--- src/rtl/noc_pkg.sv ---
// Shared NoC definitions: flit-type encodings, port indices and the arbiter state type.
package noc_pkg;

  localparam logic [2:0] FLIT_HEADER  = 3'b001;
  localparam logic [2:0] FLIT_PAYLOAD = 3'b010;
  localparam logic [2:0] FLIT_TAIL    = 3'b100;

  typedef enum logic [2:0] {
    PORT_N = 3'd0,
    PORT_E = 3'd1,
    PORT_W = 3'd2,
    PORT_S = 3'd3,
    PORT_L = 3'd4
  } port_e;

  typedef enum logic {
    ST_IDLE   = 1'b0,
    ST_LOCKED = 1'b1
  } arb_state_e;

  // Index width that stays legal for a single-input arbiter.
  function automatic int sel_width(input int n);
    return (n > 1) ? $clog2(n) : 1;
  endfunction

endpackage

--- src/rtl/rr_picker.sv ---
// Combinational round-robin selector: first set request at or above i_ptr, wrapping.
module rr_picker #(
  parameter int N     = 5,
  parameter int SEL_W = 3
) (
  input  logic [N-1:0]     i_req,
  input  logic [SEL_W-1:0] i_ptr,
  output logic [N-1:0]     o_gnt,
  output logic [SEL_W-1:0] o_idx,
  output logic             o_any
);

  always_comb begin
    o_gnt = '0;
    o_idx = '0;
    o_any = 1'b0;
    for (int k = 0; k < N; k++) begin
      if (!o_any && i_req[(int'(i_ptr) + k) % N]) begin
        o_any                           = 1'b1;
        o_gnt[(int'(i_ptr) + k) % N]    = 1'b1;
        o_idx                           = SEL_W'((int'(i_ptr) + k) % N);
      end
    end
  end

endmodule

--- src/rtl/router_arbiter.sv ---
// Wormhole output-port arbiter: locks the output to one input from HEADER to TAIL.
// Optional lock-stall timeout enabled by defining ARB_LOCK_TIMEOUT_EN.
//
// state     | meaning
// ST_IDLE   | output unowned; HEADER requests arbitrated round-robin from r_ptr
// ST_LOCKED | output owned by r_sel until its TAIL is popped (or stall timeout)
module router_arbiter
  import noc_pkg::*;
#(
  parameter  int N_IN           = 5,
  parameter  int TIMEOUT_CYCLES = 255,
  localparam int SEL_W          = sel_width(N_IN)
) (
  input  logic              clk,
  input  logic              rst,
  input  logic [N_IN-1:0]   req,
  input  logic [3*N_IN-1:0] flit_id,
  input  logic              out_ready,
  output logic [N_IN-1:0]   grant,
  output logic [SEL_W-1:0]  sel,
  output logic              out_valid,
  output logic [N_IN-1:0]   pop,
  output logic              busy,
  output logic              timeout_err
);

  arb_state_e       r_state;
  logic [N_IN-1:0]  r_grant;
  logic [SEL_W-1:0] r_sel;
  logic [SEL_W-1:0] r_ptr;
  logic             r_busy;

  logic [N_IN-1:0]  w_cand;
  logic [N_IN-1:0]  w_pick_gnt;
  logic [SEL_W-1:0] w_pick_idx;
  logic             w_pick_any;
  logic [2:0]       w_owner_flit;
  logic             w_out_valid;
  logic             w_fire;
  logic             w_tail_pop;
  logic             w_timeout;
  logic [SEL_W-1:0] w_next_ptr;

  if (TIMEOUT_CYCLES < 1) begin : g_bad_timeout
    $error("TIMEOUT_CYCLES must be at least 1");
  end

  always_comb begin
    w_cand = '0;
    for (int i = 0; i < N_IN; i++)
      w_cand[i] = req[i] && (flit_id[3*i +: 3] == FLIT_HEADER);
  end

  rr_picker #(
    .N     (N_IN),
    .SEL_W (SEL_W)
  ) u_rr_picker (
    .i_req (w_cand),
    .i_ptr (r_ptr),
    .o_gnt (w_pick_gnt),
    .o_idx (w_pick_idx),
    .o_any (w_pick_any)
  );

  // Unknown encodings on the owner fall through as payload: only TAIL releases.
  assign w_owner_flit = flit_id[3*r_sel +: 3];
  assign w_out_valid  = r_busy & req[r_sel];
  assign w_fire       = w_out_valid & out_ready;
  assign w_tail_pop   = w_fire & (w_owner_flit == FLIT_TAIL);
  assign w_next_ptr   = (r_sel == SEL_W'(N_IN - 1)) ? '0 : r_sel + 1'b1;

`ifdef ARB_LOCK_TIMEOUT_EN
  localparam int CNT_W = $clog2(TIMEOUT_CYCLES + 1);

  logic [CNT_W-1:0] r_stall;
  logic             r_timeout_err;

  assign w_timeout = r_busy & ~w_fire & (r_stall == CNT_W'(TIMEOUT_CYCLES - 1));

  always_ff @(posedge clk or negedge rst) begin
    if (!rst) begin
      r_stall       <= '0;
      r_timeout_err <= 1'b0;
    end else begin
      r_timeout_err <= w_timeout;
      if (!r_busy || w_fire || w_timeout)
        r_stall <= '0;
      else
        r_stall <= r_stall + 1'b1;
    end
  end

  assign timeout_err = r_timeout_err;
`else
  assign w_timeout   = 1'b0;
  assign timeout_err = 1'b0;
`endif

  always_ff @(posedge clk or negedge rst) begin
    if (!rst) begin
      r_state <= ST_IDLE;
      r_grant <= '0;
      r_sel   <= '0;
      r_ptr   <= '0;
      r_busy  <= 1'b0;
    end else begin
      case (r_state)
        ST_IDLE: begin
          if (w_pick_any) begin
            r_state <= ST_LOCKED;
            r_grant <= w_pick_gnt;
            r_sel   <= w_pick_idx;
            r_busy  <= 1'b1;
          end
        end
        ST_LOCKED: begin
          if (w_tail_pop || w_timeout) begin
            r_state <= ST_IDLE;
            r_grant <= '0;
            r_busy  <= 1'b0;
            r_ptr   <= w_next_ptr;
          end
        end
        default: r_state <= ST_IDLE;
      endcase
    end
  end

  assign grant     = r_grant;
  assign sel       = r_sel;
  assign busy      = r_busy;
  assign out_valid = w_out_valid;
  assign pop       = r_grant & {N_IN{w_fire}};

endmodule

--- config.mk ---
export PLATFORM = sky130hd
export DESIGN_NAME = router_arbiter
export DESIGN_NICKNAME = d
export VERILOG_FILES = /design/src/rtl/noc_pkg.sv /design/src/rtl/rr_picker.sv /design/src/rtl/router_arbiter.sv
export SDC_FILE = /design/constraint.sdc
export NUM_CORES = 1
export LEC_CHECK = 0
export CAP_MARGIN = 30
export CORE_UTILIZATION = 45
export DETAILED_ROUTE_END_ITERATION = 8
export PLACE_DENSITY_LB_ADDON = 0.12
export SLEW_MARGIN = 20
export SYNTH_ARGS = -nofsm -noshare
export SYNTH_HDL_FRONTEND = slang
export SYNTH_SLANG_ARGS = --single-unit
--- constraint.sdc ---
create_clock -name clk -period 7.4 [get_ports clk]
set_input_delay 0.74 -clock clk [delete_from_list [all_inputs] [get_ports clk]]
set_output_delay 0.74 -clock clk [all_outputs]
set_load 0.01 [all_outputs]
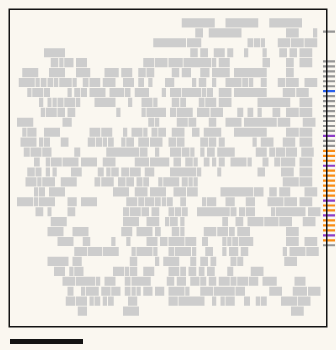
(run_1/io_placement.png)
Scale bar: 20 um. Pins as bars across the die edge, other pins in grey.
legend:
  out_ready:
    colour: blue
    pins: 1
    direction: input
    edge: right
  flit_id:
    colour: orange
    pins: 15
    direction: input
    edge: right
  req:
    colour: purple
    pins: 5
    direction: input
    edge: right
all pins by edge: right
IO Port Bufs: 37
Die X: 86.49 um

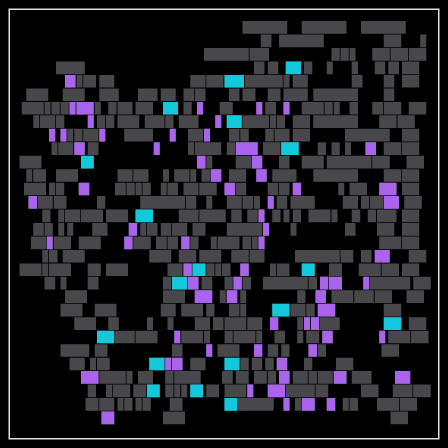
(run_1/logic_types.png)
legend:
  nor cells:
    colour: purple
    cells: 69
    most_used: nor2_1
  non-inverting ao/oa cells:
    colour: cyan
    cells: 18
    most_used: a21o_1
Comb/total area: 73.14%
Layout Cells excl Fill: 528
Top cell excl fill/tap: clkdlybuf4s50_1

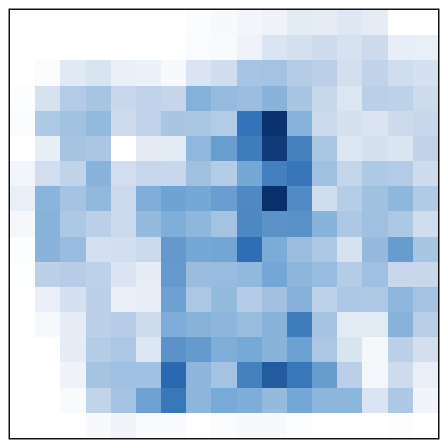
(run_1/metal_density.png)
The die is cut into 17 by 17 equal tiles; white is low, dark blue is high, scaled to the fullest tile. Values are wire area over tile area, all layers added.
nearly empty tiles: 14%
densest ninth of the die: centre
emptiest ninth of the die: upper left
fullest tile: 0.75
mean over tiles: 0.21
DR vias: 3268
routed len/inst: 18.30 um
drt total wl: 9661 um
Total GRT Usage: 26.13%

==> impl_metrics.yaml, run 1 <==
# physical design summary
critical_path:
  path_buffers: 3
  crit_arrival_ns: 5.72
  r2r_end: "grant[4]"
  crit_fanout: 25
  crit-reg2reg-launch: "r_ptr[1]"
  path_delay_family: "adder cells"
  r2r_slack_ns: 1.81
  cpMaxStageDelayCell: "ha_1"
finish:
  clkCellAreaFrac_pct: 1.243
  postLayoutCellArea_um2: 3625
  drive_above_1_share_pct: 11.34
  largest_class: "multi-input combinational cells"
  ff_count: 13
  antenna_cells: 0
  combGateArea_um2: 2651
  area_growth_pct: 12.86
  num-nonclk-buffers: 40
  fill_cells: 701
clock_tree:
  clockBufferDepth: 2
  cts_buffers: 3
  insertion_delay_ns: 0.25
  cts_hold_buf: 0
  cts_tree: "done"
  path_clk_slew_ns: 0.06
  clock_sinks: 13
  cts_resized: 0
sta:
  fin_skew_ns: 0.005025
  finalMaxSlewViolations: 0
  hold_viol_final: 0
  period_used_pct: 75.48
  period_needed_ns: 5.586
  holdWs_ns: 0.5331
  finalSetupViolCount: 0
  worst_slack_ns: 1.814
  fmax_mhz: 179.0
yosys:
  ys_cells: 411
  syn_avg_cell_area_um2: 7.815
  syn_nets: 463
  edf_count: 0
  netlist_area_um2: 3212
  fa_ha_area_share_pct: 11.61
  synth.distinct_cells: 89
  mux_share_pct: 6.389
  top_cells_by_count: "nand2_1 (31), ha_1 (29), a21oi_1 (25), nor2_1 (25), inv_1 (24)"
  xor_area_share_pct: 3.428
  ff_type: "dfrtp_1"
route:
  met1_length_um: 4449
  wl_met3_um: 616
  wl_met2_um: 4318
  dr.pass1.iters: 5
  highest_layer: "met4"
  drcViolationCount: 0
job:
  maxCapViolCount: 0
  warning_count: 45
place:
  dpl_cell_area_um2: 3575
  gp_congestion: 0.9436
  place_ws_ns: 1.880
  placed_cells: 524
min_path:
  hold_depth: 2
  hold_class: "register to register"
floorplanning:
  fp-utilization_pct: 47.01
  chipArea_um2: 7480
  coreArea_um2: 6832
  io_pins: 39
status:
  status: "complete, no violations"
global_routing:
  grt.busiest_layer: "met2"
  use_met3_pct: 3.048
  grt_max_degree: 42
  antenna_found_initial: 0
  grt_pass1_vias: 2993
## run 1: flip-flops by register name, indices dropped and copies added (netlist names)
name / flops
busy: 1
grant: 5
r_ptr: 3
r_state: 1
sel: 3
## run 1: worst max path at each step
stage / from / end / slack [ns] / depth (start not counted)
floorplan: r_ptr[0] / grant[4] / 2.43 / 22
global placement: r_ptr[1] / grant[4] / 2.08 / 16
detailed placement: r_ptr[1] / grant[4] / 1.88 / 16
CTS: r_ptr[1] / grant[4] / 1.85 / 16
global route: r_ptr[1] / grant[4] / 1.36 / 16
finish: r_ptr[1] / grant[4] / 1.81 / 16
==> inputs of run 2 (changes only) <==
==> constraint.sdc (replaced) <==
create_clock -name clk -period 5.3 [get_ports clk]
set_input_delay 0.53 -clock clk [delete_from_list [all_inputs] [get_ports clk]]
set_output_delay 0.53 -clock clk [all_outputs]
set_load 0.01 [all_outputs]
==> run 2 against run 1 <==
Against the previous run: maximum frequency increased by 14%; synthesized cell count stayed put; routed wire length increased by 0.27%; global-route usage grew 0.41 points; register-to-register slack lost 1.4 ns.
==> impl_metrics.yaml, run 2 <==
# physical design summary
critical_path:
  path_delay_family: "AND-OR/OR-AND gates"
  worstSetupStartpoint: "r_ptr[1]"
  crit-reg2reg-launch: "r_ptr[1]"
  crit_arrival_ns: 5.03
  cpMaxStageDelayCell: "o31ai_4"
floorplanning:
  fp.dieW_um: 86.49
  io_pins: 39
  chipArea_um2: 7480
finish:
  fill_cells: 691
  largest_register_ffs: 5
  antenna_cells: 0
  postLayoutCellArea_um2: 3672
  area_growth_pct: 14.34
  clkCellAreaFrac_pct: 1.227
  num-nonclk-buffers: 47
  largest_class: "multi-input combinational cells"
yosys:
  top_cells_by_count: "nand2_1 (31), ha_1 (29), a21oi_1 (25), nor2_1 (25), inv_1 (24)"
  mux_share_pct: 6.389
  xor_area_share_pct: 3.428
  syn_avg_cell_area_um2: 7.815
  synth.distinct_cells: 89
  fa_ha_area_share_pct: 11.61
place:
  dpl_cell_area_um2: 3627
  gp_congestion: 0.9184
  portBuffers: 37
  place_ws_ns: 0.4308
sta:
  finalMaxSlewViolations: 0
  fmax_mhz: 204.0
  period_needed_ns: 4.902
  holdWs_ns: 0.5244
  hold_viol_final: 0
  finalSetupViolCount: 0
  worst_slack_ns: 0.3983
global_routing:
  grt_max_degree: 42
  use_met3_pct: 3.333
  grt_pass1_vias: 3093
  grt.busiest_layer: "met2"
  grtUsageTotal_pct: 26.54
  antenna_found_initial: 0
route:
  dr.pass1.iters: 4
  wl_met3_um: 588
  wl_met2_um: 4347
  highest_layer: "met4"
  via_count: 3313
  post_drt_wl_per_cell_um: 18.11
  wl_um: 9687
min_path:
  hold_class: "register to register"
clock_tree:
  cts_resized: 0
  clock_sinks: 13
  path_clk_slew_ns: 0.07
  cts_hold_buf: 0
  insertion_delay_ns: 0.25
status:
  status: "complete, no violations"
==> run 2: cell counts after synthesis <==
No cell type changed its count.
==> run 2: final timing paths <==
check	end	slack, ns	cells past startpoint
worst max-delay path	grant[4]	0.40	18
worst min-delay path	busy	0.52	2
worst max register to register	grant[4]	0.40	18
worst min register to register	busy	0.52	2
max in group asynchronous	grant[2]	4.16	1
min in group asynchronous	r_ptr[2]	0.70	1
==> run 2: tightest hold or removal path, stage by stage (launching register included) <==
cell     delay [ns]
dfrtp_1        0.37
nand2_1        0.06
nand2_1        0.06
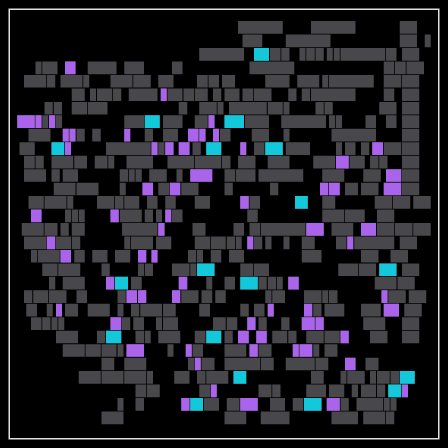
(run_2/logic_types.png)
legend:
  non-inverting ao/oa cells:
    colour: cyan
    cells: 18
    most_used: a21o_1
    where: all over the die
  nor cells:
    colour: purple
    cells: 69
    most_used: nor2_1
Layout Cells excl Fill: 535
Comb/total area: 72.06%

